Fig. 1: run 1, the metal 1 layer
Supply wires on this layer in grey.
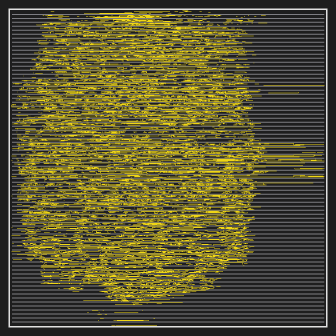
Fig. 2: run 1, clock wiring as the flow saved it
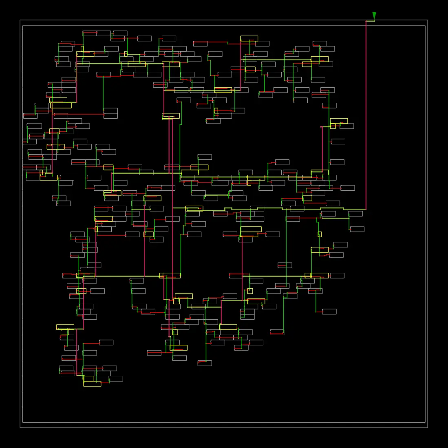
Fig. 3: run 1, M4 wires
Supply wires on this layer in grey.
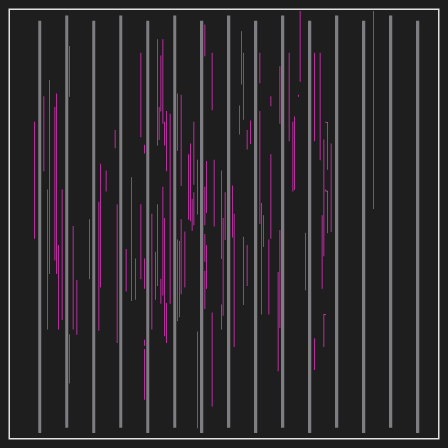
File: src/rtl/muldiv_unit.sv
// muldiv_unit: iterative multiply/divide unit owning the architectural HI/LO
// registers. MULT/MULTU use shift-add, DIV/DIVU use restoring division; every
// operation takes a fixed 33 edges from start to HI/LO update. MTHI/MTLO
// writes are serviced while idle.
//
// Handshake: start is accepted only while state==IDLE (busy==0). busy rises
// on the accepting edge and falls on the edge that writes HI/LO, which is the
// same edge that raises done for one cycle. Nothing is queued while busy.
module muldiv_unit #(
    parameter int WIDTH = 32,
    parameter int CNT_W = 6
) (
    input  logic             clk,
    input  logic             rst,
    input  logic             start,
    input  logic [1:0]       op,
    input  logic [WIDTH-1:0] a,
    input  logic [WIDTH-1:0] b,
    input  logic             mthi_we,
    input  logic             mtlo_we,
    input  logic [WIDTH-1:0] mt_data,
    output logic             busy,
    output logic             done,
    output logic             div_by_zero,
    output logic [WIDTH-1:0] hi,
    output logic [WIDTH-1:0] lo
);

    typedef enum logic [1:0] {IDLE, RUN, FIX} state_t;

    // state is kept as a named signal so checkers can bind to it
    state_t             state;
    logic [1:0]         op_r;
    logic [WIDTH-1:0]   mag_a;
    logic [WIDTH-1:0]   mag_b;
    logic [WIDTH-1:0]   dividend;
    logic [WIDTH-1:0]   p_hi;
    logic [WIDTH-1:0]   p_lo;
    logic [CNT_W-1:0]   cnt;
    logic               neg_q;
    logic               neg_r;
    logic               b_zero;

    // op[0]==0 selects the signed variants
    logic               a_neg;
    logic               b_neg;
    logic [WIDTH-1:0]   a_mag_in;
    logic [WIDTH-1:0]   b_mag_in;

    logic [WIDTH:0]     mul_sum;
    logic [WIDTH:0]     div_trial;
    logic [WIDTH:0]     div_diff;
    logic               div_ge;
    logic [WIDTH-1:0]   step_hi;
    logic [WIDTH-1:0]   step_lo;

    logic [2*WIDTH-1:0] prod_fix;
    logic [WIDTH-1:0]   quo_fix;
    logic [WIDTH-1:0]   rem_fix;

    // operand magnitudes and sign capture for the accepting edge
    always_comb begin
        a_neg    = ~op[0] & a[WIDTH-1];
        b_neg    = ~op[0] & b[WIDTH-1];
        a_mag_in = a_neg ? (~a + 1'b1) : a;
        b_mag_in = b_neg ? (~b + 1'b1) : b;
    end

    // one iteration: shift-add for multiply, restoring step for divide
    always_comb begin
        mul_sum   = p_lo[0] ? ({1'b0, p_hi} + {1'b0, mag_a}) : {1'b0, p_hi};
        div_trial = {p_hi, p_lo[WIDTH-1]};
        div_ge    = (div_trial >= {1'b0, mag_b});
        div_diff  = div_trial - {1'b0, mag_b};
        if (op_r[1]) begin
            // p_hi holds the partial remainder, p_lo shifts dividend out and quotient in
            step_hi = div_ge ? div_diff[WIDTH-1:0] : div_trial[WIDTH-1:0];
            step_lo = {p_lo[WIDTH-2:0], div_ge};
        end else begin
            step_hi = mul_sum[WIDTH:1];
            step_lo = {mul_sum[0], p_lo[WIDTH-1:1]};
        end
    end

    // sign correction of the magnitude results
    always_comb begin
        prod_fix = neg_q ? (~{p_hi, p_lo} + 1'b1) : {p_hi, p_lo};
        quo_fix  = neg_q ? (~p_lo + 1'b1) : p_lo;
        rem_fix  = neg_r ? (~p_hi + 1'b1) : p_hi;
    end

    // control FSM, datapath registers and HI/LO
    always_ff @(posedge clk) begin
        if (rst) begin
            state       <= IDLE;
            op_r        <= '0;
            mag_a       <= '0;
            mag_b       <= '0;
            dividend    <= '0;
            p_hi        <= '0;
            p_lo        <= '0;
            cnt         <= '0;
            neg_q       <= 1'b0;
            neg_r       <= 1'b0;
            b_zero      <= 1'b0;
            busy        <= 1'b0;
            done        <= 1'b0;
            div_by_zero <= 1'b0;
            hi          <= '0;
            lo          <= '0;
        end else begin
            done <= 1'b0;
            unique case (state)
                IDLE: begin
                    if (start) begin
                        // start wins over a same-cycle MTHI/MTLO
                        op_r     <= op;
                        mag_a    <= a_mag_in;
                        mag_b    <= b_mag_in;
                        dividend <= a;
                        neg_q    <= a_neg ^ b_neg;
                        neg_r    <= a_neg;
                        b_zero   <= (b == '0);
                        p_hi     <= '0;
                        p_lo     <= op[1] ? a_mag_in : b_mag_in;
                        cnt      <= '0;
                        busy     <= 1'b1;
                        state    <= RUN;
                    end else begin
                        if (mthi_we) hi <= mt_data;
                        if (mtlo_we) lo <= mt_data;
                    end
                end
                RUN: begin
                    p_hi <= step_hi;
                    p_lo <= step_lo;
                    cnt  <= cnt + 1'b1;
                    if (cnt == CNT_W'(WIDTH - 1)) state <= FIX;
                end
                FIX: begin
                    if (op_r[1]) begin
                        if (b_zero) begin
                            lo          <= '1;
                            hi          <= dividend;
                            div_by_zero <= 1'b1;
                        end else begin
                            lo          <= quo_fix;
                            hi          <= rem_fix;
                            div_by_zero <= 1'b0;
                        end
                    end else begin
                        {hi, lo}    <= prod_fix;
                        div_by_zero <= 1'b0;
                    end
                    done  <= 1'b1;
                    busy  <= 1'b0;
                    state <= IDLE;
                end
                default: state <= IDLE;
            endcase
        end
    end

endmodule

File: config.mk
export PLATFORM = sky130hd
export DESIGN_NAME = muldiv_unit
export DESIGN_NICKNAME = d
export VERILOG_FILES = /design/src/rtl/muldiv_unit.sv
export SDC_FILE = /design/constraint.sdc
export NUM_CORES = 1
export LEC_CHECK = 0
export CORE_UTILIZATION = 39
export DETAILED_ROUTE_END_ITERATION = 8
export GPL_ROUTABILITY_DRIVEN = 0
export PLACE_DENSITY = 0.7
export SLEW_MARGIN = 25
export SYNTH_ARGS = -nofsm -noshare
export SYNTH_HDL_FRONTEND = slang
export SYNTH_SLANG_ARGS = --single-unit
File: constraint.sdc
create_clock -name clk -period 6.85 [get_ports clk]
set_input_delay 1.7125 -clock clk [delete_from_list [all_inputs] [get_ports clk]]
set_output_delay 1.7125 -clock clk [all_outputs]
set_load 0.02 [all_outputs]
==> results.json, run 1 <==
{
  "run_status": "finished, final reports clean",
  "groute.layer.met3.usage_pct": 5.31,
  "dpl_cell_area_mm2": 0.0197,
  "rsz0062_at_grt": "false",
  "post_cts_hold_buffer_count": 0,
  "drt-vias-per-instance": 6.30,
  "critPathKind": "input pin to flop",
  "grt_pass1_wl_mm": 105,
  "chip_area_in_the_yosys_report_mm2": 0.0177,
  "top_layer_used": "met5",
  "chip_area_mm2": 0.0463,
  "ioPinCount": 170,
  "worst_path_largest_cell_delay_ps": 670,
  "h_tree_level_count": 1,
  "synthDominantAreaCellType": "sky130_fd_sc_hd__dfxtp_1",
  "worst_setup_hold_path_clk_slew_ps": 60,
  "synth_seq_share_pct": 26.9,
  "critPathBufInv": 2,
  "power.group.top": "clock",
  "die_y_um": 215,
  "core_mm2": 0.0445,
  "route.met2.wl_mm": 30.6,
  "antenna_cells": 0,
  "placed_cells": 3007,
  "finalHoldViolations": 0,
  "openroad.warnings": 26,
  "power_switching_share_pct": 34.3,
  "finalCriticalPeriod_ps": 4910,
  "cell_breakdown_of_the_critical_path": "clkdlybuf4s50_1 > inv_1 > ha_1 > or4b_2 > or3_1 > nor3b_1 > nand3_1 > o21ai_0 > xor2_1 > o22ai_1 > a211oi_1 > a211oi_1",
  "cts-resized-gates": 0,
  "grt_overflow": 0,
  "yosys.area.top_type_share_pct": 26.9,
  "final_max_slew_viol_count": 0
}
About Fig. 1:
wire length on this layer	28.8 mm
main direction	horizontal
longest straight run	75.4 um

About Fig. 2:
TritonCTS Sinks: 238
number of buffers created by CTS: 29
number of clock buffer instances in the layout: 42
FF+latch count: 238
insertion delay at the late pin of the worst-skew pair: 590 ps

About Fig. 3:
main direction	vertical
share of all routed wire	5.3%
wire length on this layer	3660 um

[run 1: layout make-up]
| cell class | count | area (um2) |
|---|---|---|
| multi-input cells | 1903 | 12000 |
| inverters | 74 | 278 |
| clock buffers | 42 | 876 |
| well taps | 592 | 741 |
| fillers | 4443 | 23800 |
| clock inverters | 12 | 130 |
| flip-flops and latches | 238 | 4770 |
| repair buffers | 200 | 1920 |
[run 1: stage by stage]
stage	worst slack, ps	hold slack (ps)
2_1_floorplan	2580	431
3_3_place_gp	1540	446
3_5_place_dp	1500	450
4_1_cts	2060	458
5_1_grt	1730	481
6_report	1940	457
[run 1: state kept, by name, indices dropped and copies added (netlist names), 2 cells and up]
signal,flops
lo,32
dividend,31
mag_b,32
mag_a,32
state,2
hi,32
cnt,6
p_lo,32
p_hi,32
[run 1: final timing paths]
check	from	to	slack, ps	depth (start not counted)
worst max-delay path	a[0]	p_lo[30]	1940	12
worst min-delay path	mag_b[31]	mag_b[31]	460	2
worst max register to register	p_lo[0]	hi[0]	2420	11
worst min register to register	mag_b[31]	mag_b[31]	460	2
[run 1: layout by cell type (no fill, tap or decap), drive strengths merged, types with 75 or more instances in the layout]
master	Yosys	layout
nand2	282	282
a211oi	112	112
nor2	255	255
a21oi	221	221
inv	73	75
xor2	89	89
o21ai	176	176
clkdlybuf4s50	0	167
xnor2	98	98
dfxtp	238	238
[run 1: worst reg2reg max path: cells and delay by family, from the launching register on]
kind | cells | cell delay [ps]
and+or+nand+nor | 5 | 2240
buffers and inverters | 2 | 780
AOI/OAI and AO/OA | 2 | 590
DFF | 1 | 310
adders and majority gates | 1 | 270
xor gates and xnor gates | 1 | 100
Fig. 4: run 1, layout detail
Bar = 10 um. Window x 93 to 123, y 93 to 123 um. Cells in grey, sequential cells in the stronger grey; small squares are vias.
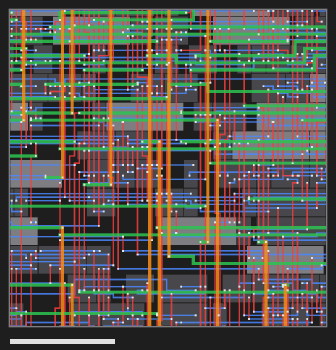

--- run 2 (diff from run 1) ---
--- a/config.mk
+++ b/config.mk
@@ -8,7 +8,7 @@
 export CORE_UTILIZATION = 39
 export DETAILED_ROUTE_END_ITERATION = 8
 export GPL_ROUTABILITY_DRIVEN = 0
-export PLACE_DENSITY = 0.7
+export PLACE_DENSITY = 0.72
 export SLEW_MARGIN = 25
 export SYNTH_ARGS = -nofsm -noshare
 export SYNTH_HDL_FRONTEND = slang
==> constraint.sdc (replaced) <==
create_clock -name clk -period 4.1 [get_ports clk]
set_input_delay 1.025 -clock clk [delete_from_list [all_inputs] [get_ports clk]]
set_output_delay 1.025 -clock clk [all_outputs]
set_load 0.02 [all_outputs]
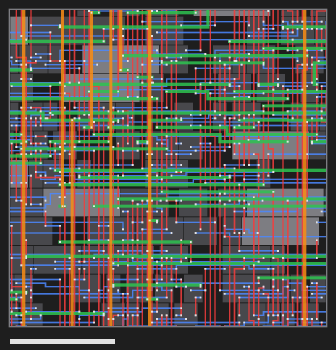
Fig. 5. Layout detail (run 2).
Bar = 10 um. Window x 93 to 123, y 93 to 123 um. Cells in grey, sequential cells in the stronger grey; small squares are vias.
layer	colour
metal 4	orange
metal 1	blue
metal 2	red
metal 3	green
most frequent	nand2_1 (8), a21oi_1 (8), nor2_1 (7)
cells with their middle in the window	79
sequential cells in the window	6
netlist names of flops here include	`mag_a` (5), `p_lo` (1)

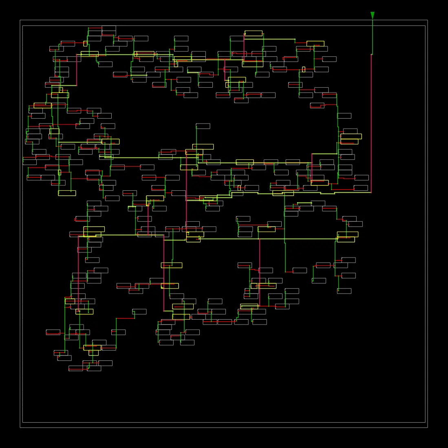
Fig. 6. Clock wiring as the flow saved it (run 2).
worst setup skew after layout: 34.0 ps
number of buffers created by CTS: 27

==> results.json, run 2 <==
{
  "multi_input_comb_area_mm2": 0.0120,
  "pre_cts_slack_ps": -86.6,
  "grt_overflow": 0,
  "run_status": "finished, final reports clean",
  "insertion_delay_ps": 580,
  "grt_pass1_wl_mm": 106,
  "min_path_cells": 2,
  "fillCellCount": 4364,
  "antenna_cells": 0,
  "core_mm2": 0.0445,
  "startpoint_of_the_tightest_hold_check_path": "dividend[24]",
  "power_switching_share_pct": 33.2,
  "timing.reg2reg.worst_path_depth": 9,
  "rsz0062_at_grt": "false",
  "die_y_um": 215,
  "holdPathEnd": "dividend[24]",
  "timing.rr.end": "hi[27]",
  "worst_setup_hold_path_clk_slew_ps": 60,
  "final_layout_top_logic_cell": "sky130_fd_sc_hd__nand2_1",
  "h_tree_level_count": 1,
  "drt-vias-per-instance": 6.31
}
## run 2: cell counts after synthesis
Identical to the previous run, type by type.
## run 2: kinds of logic after synthesis
| kind of cell | share of synthesized area, % |
|---|---|
| compound gates | 28.9 |
| xor+xnor | 9.24 |
| fa+ha+maj | 5.10 |
| buf+inv | 5.75 |
| flops | 26.9 |
| mux | 3.86 |
| simple gates | 20.2 |
## run 2: power by group through the flow
stage | clock network, mW | logic, mW | registers [mW]
after detailed placement | 0 | 2.05 | 2.70
after global placement | 0 | 2.02 | 2.69
after global routing | 2.93 | 2.27 | 2.67
after floorplan | 0 | 1.31 | 2.66
after CTS | 2.83 | 2.06 | 2.65
final | 2.82 | 2.12 | 2.66
## run 2: worst max-delay path: stages
cell and delay [ps]:
sky130_fd_sc_hd__clkdlybuf4s50_1 420, sky130_fd_sc_hd__inv_1 70, sky130_fd_sc_hd__ha_1 180, sky130_fd_sc_hd__or4b_2 630
sky130_fd_sc_hd__or3_1 400, sky130_fd_sc_hd__nor3b_1 210, sky130_fd_sc_hd__buf_4 180, sky130_fd_sc_hd__nand3_1 140
sky130_fd_sc_hd__o21ai_0 260, sky130_fd_sc_hd__xor2_1 220, sky130_fd_sc_hd__o22ai_1 90, sky130_fd_sc_hd__a211oi_1 220
sky130_fd_sc_hd__a211oi_1 80
## run 2: layout make-up
type / instances / share of cell area, %
multi-input combinational: 1903 / 56.2
sequential: 238 / 22.4
timing repair buffer: 275 / 11.8
tap: 592 / 3.48
clock buffer: 36 / 3.47
clock inverter: 13 / 1.33
inverter: 74 / 1.30
## run 2: per-layer routing
metal  up-vias  global-route usage, %  share of wire [%]
met4         0                   12.1                4.9
met3       235                   4.54                 11
met2      1278                   45.0                 43
met1      9303                   39.6                 41
met5         -                      0                  0
li1       8932                      -                  -
Power is estimated from default activity; no workload was simulated.
